layer_met1.png
Scale bar: 10 microns.
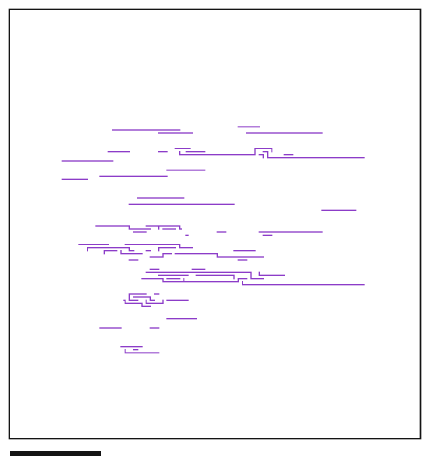
layer_met2.png
Scale bar: 10 microns. Cells faint in the background.
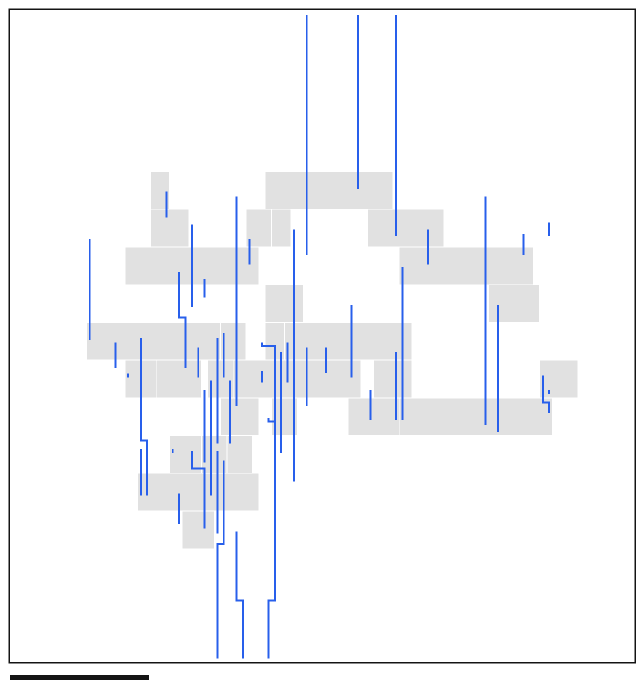
layer_met3.png
Scale bar: 10 microns. Cells faint in the background.
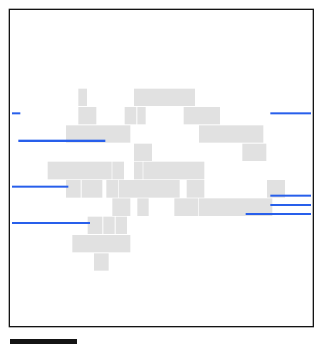
cell_density.png
9 x 9 tiles, from white (low) to dark blue (high), 0 to 100% covered.
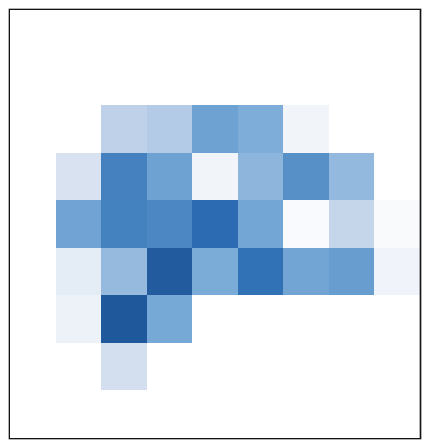
### config.mk
export PLATFORM = sky130hd
export DESIGN_NAME = jtoutrun_subarb_flat
export DESIGN_NICKNAME = d
export VERILOG_FILES = /design/src/rtl/jtoutrun_subarb_if.sv /design/src/rtl/jtoutrun_subarb.sv /design/src/flat_wrapper.sv
export SDC_FILE = /design/constraint.sdc
export NUM_CORES = 1
export LEC_CHECK = 0
export CORE_AREA = 4 4 41 43
export CTS_CLUSTER_DIAMETER = 120
export DETAILED_ROUTE_END_ITERATION = 12
export DIE_AREA = 0 0 45 47
export DONT_BUFFER_PORTS = 1
export GPL_TIMING_DRIVEN = 0
export PLACE_DENSITY = 0.44
export RECOVER_POWER = 50
export SLEW_MARGIN = 20
export SYNTH_ARGS = -nofsm -noshare
export SYNTH_HDL_FRONTEND = slang
export SYNTH_SLANG_ARGS = --single-unit
### constraint.sdc
create_clock -name clk -period 1.5 [get_ports clk]
set_input_delay 0.3 -clock clk [delete_from_list [all_inputs] [get_ports clk]]
set_output_delay 0.3 -clock clk [all_outputs]
set_load 0.1 [all_outputs]
### src/rtl/jtoutrun_subarb_if.sv
// rtl/jtoutrun_subarb_if.sv - shared sub-bus arbitration signal bundle
//
// Groups the main-CPU request/ack, 68000 bus-arbitration and shared-memory
// signals between the arbiter and its environment.
//   slave  : arbiter side (jtoutrun_subarb)
//   master : environment side (main CPU, sub CPU, memory)
//
// Signals:
//   main_req   main CPU wants the shared sub bus (held until main_ok)
//   main_rnw   main access direction, 1 = read
//   main_ok    one-cycle completion pulse to main
//   sub_bgn    68000 bus grant, active low
//   sub_asn    sub CPU address strobe, active low
//   sub_brn    bus request to the sub CPU, active low
//   sub_bgackn bus-grant acknowledge to the sub CPU, active low
//   sel_main   shared-bus mux select, 1 = main drives the sub bus
//   mem_cs     memory request on behalf of main
//   mem_rnw    registered main_rnw for the current access
//   mem_ok     shared memory completion
interface jtoutrun_subarb_if;
    logic main_req;
    logic main_rnw;
    logic main_ok;
    logic sub_bgn;
    logic sub_asn;
    logic sub_brn;
    logic sub_bgackn;
    logic sel_main;
    logic mem_cs;
    logic mem_rnw;
    logic mem_ok;

    modport slave (
        input  main_req, main_rnw, sub_bgn, sub_asn, mem_ok,
        output main_ok, sub_brn, sub_bgackn, sel_main, mem_cs, mem_rnw
    );

    modport master (
        output main_req, main_rnw, sub_bgn, sub_asn, mem_ok,
        input  main_ok, sub_brn, sub_bgackn, sel_main, mem_cs, mem_rnw
    );
endinterface

### src/rtl/jtoutrun_subarb.sv
// rtl/jtoutrun_subarb.sv - main CPU access arbiter for the shared sub-CPU bus
//
// Lets the main CPU borrow the sub CPU (68000) bus: requests the bus with
// sub_brn, waits for the grant outside any sub bus cycle, takes the bus with
// sub_bgackn/sel_main, issues one memory access and pulses main_ok when the
// memory completes.
//
// Parameters:
//   HOLD  (1..15, default 4) minimum cycles the sub CPU keeps the bus after a
//         main access before the next main request is raised. Only used when
//         JTOUTRUN_SUBFAIR_EN is defined.
//
// Build option:
//   JTOUTRUN_SUBFAIR_EN  defined   : DONE -> HOLD -> IDLE, HOLD counter present
//                        undefined : DONE -> IDLE, no HOLD state or counter
//
// Ports:
//   clk    system clock, rising edge
//   rst_n  asynchronous active-low reset
//   bus    jtoutrun_subarb_if.slave (request, arbitration and memory signals)
module jtoutrun_subarb #(
    parameter int HOLD = 4
) (
    input  logic                    clk,
    input  logic                    rst_n,
    jtoutrun_subarb_if.slave        bus
);

    if (HOLD < 1 || HOLD > 15) begin : g_bad_hold
        $error("jtoutrun_subarb: HOLD must be in 1..15");
    end

`ifdef JTOUTRUN_SUBFAIR_EN
    typedef enum logic [2:0] {
        ST_IDLE,
        ST_REQ,
        ST_ACC,
        ST_DONE,
        ST_HOLD
    } state_t;

    localparam logic [3:0] HOLD_LOAD = 4'(HOLD - 1);
`else
    typedef enum logic [1:0] {
        ST_IDLE,
        ST_REQ,
        ST_ACC,
        ST_DONE
    } state_t;
`endif

    state_t state_q, state_d;
    logic   brn_q, brn_d;
    logic   bgackn_q, bgackn_d;
    logic   cs_q, cs_d;
    logic   rnw_q, rnw_d;
    logic   ok_q, ok_d;
`ifdef JTOUTRUN_SUBFAIR_EN
    logic [3:0] cnt_q, cnt_d;
`endif

    always_ff @(posedge clk or negedge rst_n) begin
        if (!rst_n) begin
            state_q  <= ST_IDLE;
            brn_q    <= 1'b1;
            bgackn_q <= 1'b1;
            cs_q     <= 1'b0;
            rnw_q    <= 1'b1;
            ok_q     <= 1'b0;
`ifdef JTOUTRUN_SUBFAIR_EN
            cnt_q    <= 4'd0;
`endif
        end else begin
            state_q  <= state_d;
            brn_q    <= brn_d;
            bgackn_q <= bgackn_d;
            cs_q     <= cs_d;
            rnw_q    <= rnw_d;
            ok_q     <= ok_d;
`ifdef JTOUTRUN_SUBFAIR_EN
            cnt_q    <= cnt_d;
`endif
        end
    end

    always_comb begin
        state_d  = state_q;
        brn_d    = brn_q;
        bgackn_d = bgackn_q;
        cs_d     = cs_q;
        rnw_d    = rnw_q;
        ok_d     = 1'b0;
`ifdef JTOUTRUN_SUBFAIR_EN
        cnt_d    = cnt_q;
`endif
        case (state_q)
            ST_IDLE: begin
                if (bus.main_req) begin
                    state_d = ST_REQ;
                    brn_d   = 1'b0;
                end
            end
            ST_REQ: begin
                if (!bus.main_req) begin
                    state_d = ST_IDLE;
                    brn_d   = 1'b1;
                end else if (!bus.sub_bgn && bus.sub_asn) begin
                    // Take the bus only between sub CPU bus cycles (AS high).
                    state_d  = ST_ACC;
                    brn_d    = 1'b1;
                    bgackn_d = 1'b0;
                    cs_d     = 1'b1;
                    rnw_d    = bus.main_rnw;
                end
            end
            ST_ACC: begin
                // main_req is deliberately ignored: a started access completes.
                if (bus.mem_ok) begin
                    state_d = ST_DONE;
                    cs_d    = 1'b0;
                    ok_d    = 1'b1;
`ifdef JTOUTRUN_SUBFAIR_EN
                    // The count starts with DONE so that the bus-released
                    // window before the next request is HOLD cycles long.
                    cnt_d   = HOLD_LOAD;
`endif
                end
            end
            ST_DONE: begin
                bgackn_d = 1'b1;
`ifdef JTOUTRUN_SUBFAIR_EN
                state_d  = ST_HOLD;
                cnt_d    = (cnt_q != 4'd0) ? cnt_q - 4'd1 : 4'd0;
`else
                state_d  = ST_IDLE;
`endif
            end
`ifdef JTOUTRUN_SUBFAIR_EN
            ST_HOLD: begin
                if (cnt_q == 4'd0) begin
                    state_d = ST_IDLE;
                end else begin
                    cnt_d = cnt_q - 4'd1;
                end
            end
`endif
            default: begin
                state_d = ST_IDLE;
            end
        endcase
    end

    assign bus.sub_brn    = brn_q;
    assign bus.sub_bgackn = bgackn_q;
    // Derived from the acknowledge so the mux select can never disagree with it.
    assign bus.sel_main   = ~bgackn_q;
    assign bus.mem_cs     = cs_q;
    assign bus.mem_rnw    = rnw_q;
    assign bus.main_ok    = ok_q;

endmodule

### src/flat_wrapper.sv
// flat-port wrapper written by rule: the top's interface ports become plain ports
module jtoutrun_subarb_flat 
#(
    parameter int HOLD = 4
)
  (clk, rst_n, bus_main_req, bus_main_rnw, bus_sub_bgn, bus_sub_asn, bus_mem_ok, bus_main_ok, bus_sub_brn, bus_sub_bgackn, bus_sel_main, bus_mem_cs, bus_mem_rnw);
  jtoutrun_subarb_if bus_i ();
  input  logic clk;
  input  logic rst_n;
  input wire logic [$bits(bus_i.main_req)-1:0] bus_main_req;
  input wire logic [$bits(bus_i.main_rnw)-1:0] bus_main_rnw;
  input wire logic [$bits(bus_i.sub_bgn)-1:0] bus_sub_bgn;
  input wire logic [$bits(bus_i.sub_asn)-1:0] bus_sub_asn;
  input wire logic [$bits(bus_i.mem_ok)-1:0] bus_mem_ok;
  output wire logic [$bits(bus_i.main_ok)-1:0] bus_main_ok;
  output wire logic [$bits(bus_i.sub_brn)-1:0] bus_sub_brn;
  output wire logic [$bits(bus_i.sub_bgackn)-1:0] bus_sub_bgackn;
  output wire logic [$bits(bus_i.sel_main)-1:0] bus_sel_main;
  output wire logic [$bits(bus_i.mem_cs)-1:0] bus_mem_cs;
  output wire logic [$bits(bus_i.mem_rnw)-1:0] bus_mem_rnw;
  assign bus_i.main_req = bus_main_req;
  assign bus_i.main_rnw = bus_main_rnw;
  assign bus_i.sub_bgn = bus_sub_bgn;
  assign bus_i.sub_asn = bus_sub_asn;
  assign bus_i.mem_ok = bus_mem_ok;
  assign bus_main_ok = bus_i.main_ok;
  assign bus_sub_brn = bus_i.sub_brn;
  assign bus_sub_bgackn = bus_i.sub_bgackn;
  assign bus_sel_main = bus_i.sel_main;
  assign bus_mem_cs = bus_i.mem_cs;
  assign bus_mem_rnw = bus_i.mem_rnw;
  jtoutrun_subarb #(.HOLD(HOLD)) u_core (.clk(clk), .rst_n(rst_n), .bus(bus_i));
endmodule
==> results.json <==
{
  "outcome": "finished with violations",
  "violations": "negative setup slack",
  "clkTransAtPathRegs_ps": 50,
  "nNetsFinal": 37,
  "core-area_sq_mm": 0.00130,
  "portBuffers": 0,
  "path_class": "flip-flop to output port",
  "dp_hpwl_microns": 474,
  "fp_util": 0.239,
  "maxCapViolCount": 0,
  "arrival_ps": 1540,
  "wl_per_cell_microns": 13.3,
  "crit_path_end_kind": "output port",
  "grt_usage": 0.0718,
  "syn-num-nets": 31,
  "crit_fanout": 3,
  "setup_viol": 1,
  "chipArea_sq_mm": 0.00212,
  "grt_setup_unrepaired": "true",
  "cp_num_buf_inv": 1,
  "cts.sinks": 7,
  "grt_pass1_wl_mm": 1.00,
  "yosys_warnings": 0,
  "yosys_cells": 24,
  "avgViaCountPerCell": 4.43,
  "final_max_slew_viol_count": 0,
  "final_layout_size_suffix_gt1_frac": 0.379,
  "h-tree-depth": 1,
  "diodes": 0,
  "crit_family": "flip-flops",
  "async_flop_share": 1.00,
  "fin_ws_ps": -345,
  "yosysTopAreaCell": "dfrtp_1",
  "max_slew.worst_pin.slew_ps": 868,
  "min_period_over_period": 1.23,
  "area_growth_pct": 18.1
}
## Picture notes: layer_met1.png
wire length on this layer: 239 microns
longest straight run: 13.3 microns
vias: 195
met1 Use GR: 0.0724
drt total wl: 587 microns

## Picture notes: layer_met2.png
longest straight run: 18.4 microns
wire length on this layer: 285 microns
share of all routed wire: 49%
main direction: vertical

## Picture notes: layer_met3.png
main direction: horizontal
nets with wire on the layer: 7
share of all routed wire: 10%

## Picture notes: cell_density.png
nearly empty tiles: 61%
densest ninth of the die: center
fullest tile: 84%
tiles over 75% full: 3.7%
mean over tiles: 17%

-- path summary, 6_finish.rpt --
| kind | startpoint | to | slack, ps | cells after the start |
|---|---|---|---|---|
| setup / recovery | u_core.bus.sub_bgackn | bus_sel_main | -340 | 1 |
| hold / removal | bus_main_rnw | u_core.bus.mem_rnw | 200 | 1 |
| setup reg to reg | flip-flop | u_core.bus.mem_rnw | 200 | 3 |
| hold reg to reg | u_core.state_q[0] | u_core.bus.main_ok | 600 | 1 |
| max in group asynchronous | rst_n | u_core.bus.sub_brn | 830 | 1 |
| min in group asynchronous | rst_n | asynchronous set/reset pin | 380 | 1 |
-- layout make-up --
cell class,count,area [sq um],area share
sequential,7,184,0.500
tap,15,18.8,0.0510
inverter,3,15.0,0.0408
timing repair buffer,1,10.0,0.0272
multi-input combinational,14,114,0.310
clock buffer,4,26.3,0.0714
-- worst reg2reg max path, cell delays in order (launching register included) --
cell and delay, ps:
dfrtp_1 430, nor2b_1 310, nand4b_4 170, mux2_4 320
-- per-stage QoR --
stage	setup TNS [ps]	worst slack (ps)	area, sq um	util
floorplan	-73.3	-73.3	319	-
global placement	-87.5	-87.5	338	0.260
detailed placement	-85.7	-85.7	338	0.260
CTS	-359	-359	374	0.288
global route	-385	-385	368	0.283
finish	-345	-345	368	0.283
-- cell families after synthesis --
logic type	share of synthesized area
AND-OR/OR-AND	0.141
buffers and inverters	0.0361
flip-flops	0.574
multiplexers	0.0482
AND/OR/NAND/NOR	0.201
-- layout by cell type, fill, tap and decap left out, drive strengths merged --
master       netlist  routed
mux2               1       1
dfrtp              4       4
a21oi              3       3
nand3              1       1
dlygate4sd3        0       1
a22o               1       1
clkinvlp           0       1
inv                3       2
nor2b              2       2
o22a               1       1
clkbuf             0       4
nand2b             1       1
o21ai              2       2
nor3b              1       1
dfstp              3       3
nand4b             1       1
-- what timing repair did --
item                                    CTS  global route
hold endpoints to repair                  7             0
resized                                   0             1
hold buffers                              1             0
cloned                                    0             0
endpoints found under the setup margin    1             2
setup buffers                             0             0
-- metal layers --
| metal | GRT usage | up-vias |
|---|---|---|
| met5 | 0 | - |
| met1 | 0.0724 | 90 |
| li1 | - | 95 |
| met2 | 0.0989 | 8 |
| met4 | 0.0526 | 0 |
| met3 | 0.0575 | 2 |
